**Run 1: the metal 1 layer**

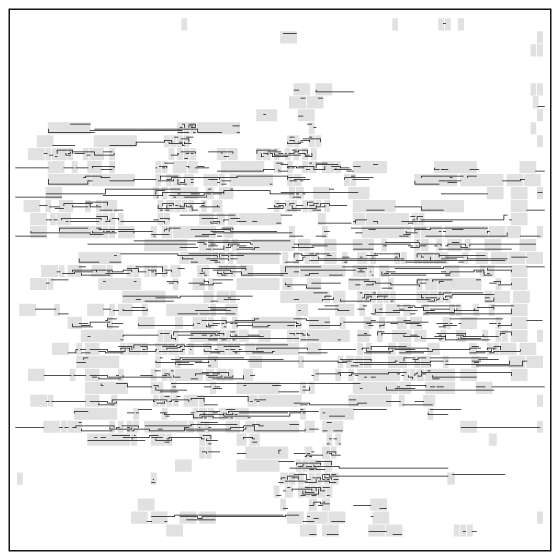
**Run 1: metal 2**

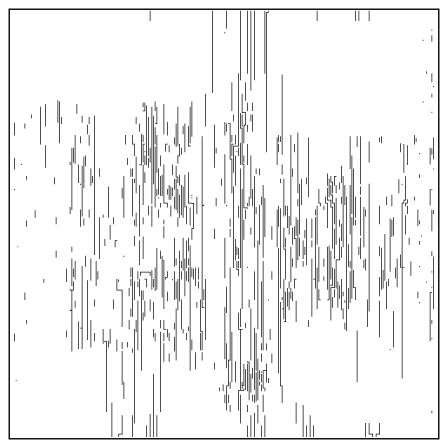
**Run 1: cell sizes after repair**

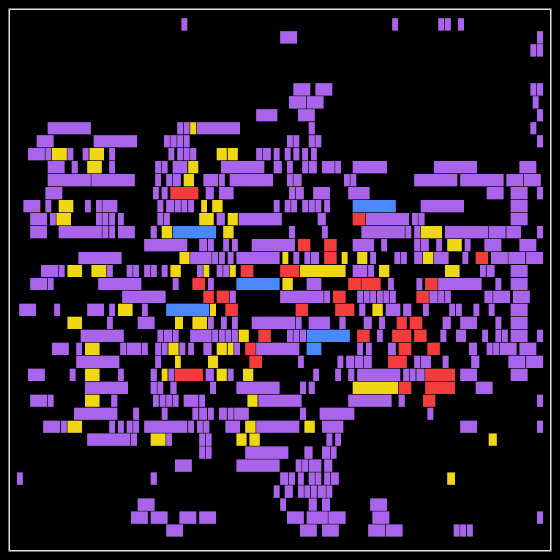
==> config.mk <==
export PLATFORM = sky130hd
export DESIGN_NAME = conv_sequencer
export DESIGN_NICKNAME = d
export VERILOG_FILES = /design/src/rtl/conv_pkg.sv /design/src/rtl/conv_seq_counter.sv /design/src/rtl/conv_sequencer.sv
export SDC_FILE = /design/constraint.sdc
export NUM_CORES = 1
export LEC_CHECK = 0
export ABC_AREA = 1
export CAP_MARGIN = 10
export CORE_UTILIZATION = 25
export CTS_CLUSTER_DIAMETER = 50
export DETAILED_ROUTE_END_ITERATION = 16
export PLACE_DENSITY = 0.56
export SYNTH_ARGS = -nofsm -noshare
export SYNTH_HDL_FRONTEND = slang
export SYNTH_HIERARCHICAL = 1
export SYNTH_SLANG_ARGS = --single-unit
==> constraint.sdc <==
create_clock -name CLK -period 2.95 [get_ports CLK]
set_input_delay 0.4425 -clock CLK [delete_from_list [all_inputs] [get_ports CLK]]
set_output_delay 0.4425 -clock CLK [all_outputs]
set_load 0.02 [all_outputs]
==> flow_summary.json, run 1 <==
{
  "p_leak_nw": 2.08,
  "cts_setup_buffers": 0,
  "max-slew-margin-rel_pct": 37.4,
  "crit_slowest_cell": "clkdlybuf4s50_1",
  "ys_sh_xor_pct": 3.40,
  "drt_iter0_drc": 86,
  "synth_flops": 41,
  "max-clock-path-buffers": 2,
  "utilization_pct": 34.5,
  "worstSetupStartpointType": "flip-flop",
  "largest_class": "logic gates",
  "drc": 0,
  "dp_slack_ns": -0.0814,
  "well_tap_count": 147,
  "seq_area_share_pct": 24.8,
  "setup_viol": 0,
  "synth_area_mm2": 0.00309,
  "ys_warn_count": 6,
  "ys_seq_share_pct": 33.2,
  "critical_path.max_stage_delay_ns": 0.64,
  "finalHoldViolCount": 0,
  "yosys_most_used_dff": "dfrtp_1",
  "diodes": 0,
  "synth-simple-area-share_pct": 32.1,
  "cts_max_level": 2,
  "layout-drive-gt1-share_pct": 19.2,
  "grt_pass1_wl_um": 12600,
  "cp_max_fo": 5,
  "comb_share_pct": 38.5,
  "cts_made_buffers": 5,
  "insertion_delay_ns": 0.29,
  "netlist_top_cells_count": "nand2_1, inv_1, dfrtp_1, nor2_1, buf_4",
  "mostFrequentLayoutCells": "nand2_1, clkdlybuf4s50_1, inv_1",
  "cts_hold_buf": 0,
  "status": "finished, final reports clean",
  "slew_viol_final": 0,
  "critPathArrivalTime_ns": 2.39,
  "syn_area_per_cell_um2": 7.07,
  "cts_resized": 4,
  "yosysTopAreaCell": "dfrtp_1",
  "vias_per_cell": 4.14,
  "rsz0062_at_grt": "yes",
  "hold_path_class": "in2async",
  "synth_cell_types": 33,
  "crit_buf_inv": 1,
  "die_w_um": 113,
  "most_common_cell": "nand2_1",
  "cp.depth": 6,
  "worst_slew_pin_slew_ns": 0.939,
  "hpwl_um": 5740,
  "edf_count": 0,
  "area_leaders": "dfrtp_1, nand2_1, inv_1, buf_4, nor2_1",
  "dieArea_mm2": 0.0128
}
-- 'the metal 1 layer' (at the start) --
nets with wire on the layer	456
wire length on this layer	3450 µm
routed wire length: 7580 µm
via count: 2784
met1 usage: 15.7%

-- 'metal 2' (at the start) --
main direction	vertical
share of all routed wire	47%
grt met2 use: 21.1%

-- 'cell sizes after repair' (at the start) --
size	color	cells
_6 and larger	blue	6
_2 cells	yellow	60
_3 and _4 cells	red	35
_0 and _1 cells	purple	424
post-route cell area: 0.00415 mm²
P&R area growth vs syn: 34.3%
Signal buffers: 94
PnR worst setup slack: 0.115 ns

-- run 1: report_power, final --
group | internal (mW) | switching (mW) | leakage, nW
Sequential | 0.719 | 0.151 | 0.534
Clock | 0.315 | 0.230 | 0.0702
Combinational | 0.691 | 0.934 | 1.48
Total | 1.73 | 1.31 | 2.08
-- run 1: per-stage QoR --
stage / total power [mW] / std cells / instance area (µm²) / hold WS [ns]
floorplan: 1.91 / 459 / 3180 / 0.147
global placement: 2.42 / 657 / 3920 / 0.336
detailed placement: 2.45 / 657 / 3920 / 0.339
CTS: 3.01 / 665 / 4070 / 0.342
global route: 3.29 / 672 / 4150 / 0.355
finish: 3.04 / 672 / 4150 / 0.308
-- run 1: routing by layer --
metal,GRT usage (%),share of wire (%)
met1,15.7,45
met2,21.1,47
met3,2.79,6.3
met4,3.25,1.1
met5,0,0
## Run 2: what changed since run 1
--- a/config.mk
+++ b/config.mk
@@ -5,12 +5,13 @@
 export SDC_FILE = /design/constraint.sdc
 export NUM_CORES = 1
 export LEC_CHECK = 0
-export ABC_AREA = 1
 export CAP_MARGIN = 10
 export CORE_UTILIZATION = 25
+export CTS_BUF_LIST = sky130_fd_sc_hd__clkbuf_8 sky130_fd_sc_hd__clkbuf_16
 export CTS_CLUSTER_DIAMETER = 50
 export DETAILED_ROUTE_END_ITERATION = 16
-export PLACE_DENSITY = 0.56
+export HOLD_SLACK_MARGIN = 0.02
+export PLACE_DENSITY = 0.57
 export SYNTH_ARGS = -nofsm -noshare
 export SYNTH_HDL_FRONTEND = slang
 export SYNTH_HIERARCHICAL = 1
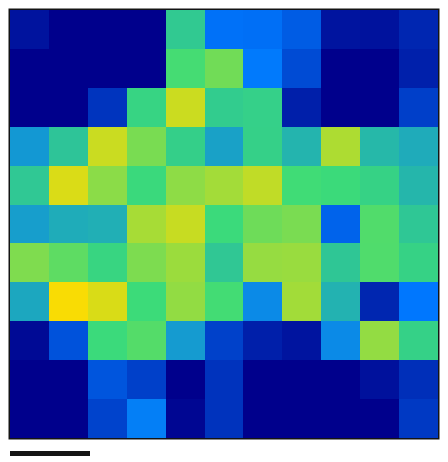
**Above:** run 2 (cell density map).
Bar = 20 µm. 11 x 11 tiles, from dark blue (low) to red (high), 0 to 100% covered.
fullest tile	74%
nearly empty tiles	22%
mean over tiles	31%
Final Core Density: 35.0%
fp util: 26.2%
core footprint: 0.0105 mm²

==> run 2 against run 1 <==
  * First-iteration DRC count is 13% lower
  * Sequential share of layout area is 3.1 points higher
  * Worst setup slack better by 0.075 ns
  * Sequential power is 12% lower
  * Global-route usage is 0.49 points higher
  * Core utilization is 0.43 points higher
  * Total power is 7.0% lower
  * Critical path type unchanged
  * Largest power group unchanged
==> flow_summary.json, run 2 <==
{
  "status": "finished, final reports clean",
  "grt_pass1_wl_um": 11500,
  "slew_viol_final": 0,
  "worstSetupStartpointType": "flip-flop",
  "seq_power_share_pct": 27.0,
  "n_all_buffers": 90,
  "fin_cells": 500,
  "synth-simple-area-share_pct": 19.7,
  "route.met2.wl_um": 3040,
  "hpwl_um": 5170,
  "ys_sh_xor_pct": 10.2,
  "drc": 0,
  "dieArea_mm2": 0.0114,
  "placed_area_mm2": 0.00358,
  "power_mw": 2.83,
  "netSwitchingPower_mw": 1.21,
  "cts_resized": 0,
  "yosys_most_used_dff": "dfrtp_1",
  "netlist_top_cells_count": "dfrtp_1, buf_4, a21oi_1, mux2_2",
  "drt_iter0_drc": 75,
  "cp.depth": 5,
  "grt-busiest-layer": "met2",
  "p_int_mw": 1.62,
  "critPathArrivalTime_ns": 2.32,
  "worst_slack_ns": 0.190,
  "die_w_um": 107,
  "synth_area_mm2": 0.00275,
  "wl_met1_um": 3360,
  "ys_seq_share_pct": 37.3,
  "cts_setup_buffers": 0,
  "finalHoldViolCount": 0,
  "most_common_cell": "dfrtp_1",
  "cts_hold_buf": 0,
  "area_leaders": "dfrtp_1, buf_4, mux2_2, xnor2_1, xor2_1",
  "met3_usage_pct": 3.04,
  "rsz0062_at_grt": "no",
  "synth_cell_types": 43,
  "mostFrequentLayoutCells": "clkdlybuf4s50_1, dfrtp_1, a21oi_1, conb_1, buf_4",
  "syn_area_per_cell_um2": 9.69,
  "cts_made_buffers": 5,
  "largest_class": "logic gates",
  "edf_count": 0,
  "hold_path_class": "in2async",
  "crit_buf_inv": 1,
  "cts_max_level": 2,
  "vias_per_cell": 4.53,
  "setup_viol": 0,
  "comb_share_pct": 40.8,
  "stdcell_area_mm2": 0.00367,
  "pwr-share-comb_pct": 59.5,
  "gr-usage-met1_pct": 18.1,
  "switching_share_pct": 42.7,
  "p_leak_nw": 1.62,
  "critical_path.max_stage_delay_ns": 0.62,
  "worst_slew_pin_slew_ns": 0.920,
  "dp.cells": 493,
  "met3RoutedLength_um": 397,
  "layout-drive-gt1-share_pct": 13.7,
  "top_layer": "met4",
  "use_met2_pct": 19.8
}
==> run 2: worst register-to-register path: cells and delay by family, from the launching register on <==
| family | cells | cell delay [ns] |
|---|---|---|
| buffers and inverters | 1 | 0.18 |
| AOI/OAI and AO/OA | 1 | 0.12 |
| and+or+nand+nor | 7 | 1.49 |
| xor gates and xnor gates | 2 | 0.38 |
| DFF | 1 | 0.43 |
==> run 2: power by group through the flow <==
stage          Clock [mW]  Combinational, mW  Sequential [mW]
2_1_floorplan           0              0.884            0.887
3_3_place_gp            0               1.68            0.774
3_5_place_dp            0               1.69            0.779
4_1_cts             0.394               1.70            0.767
5_1_grt             0.427               1.82            0.784
6_report            0.382               1.68            0.764
Power figures rest on the tool's default switching activity, not on a simulated workload.
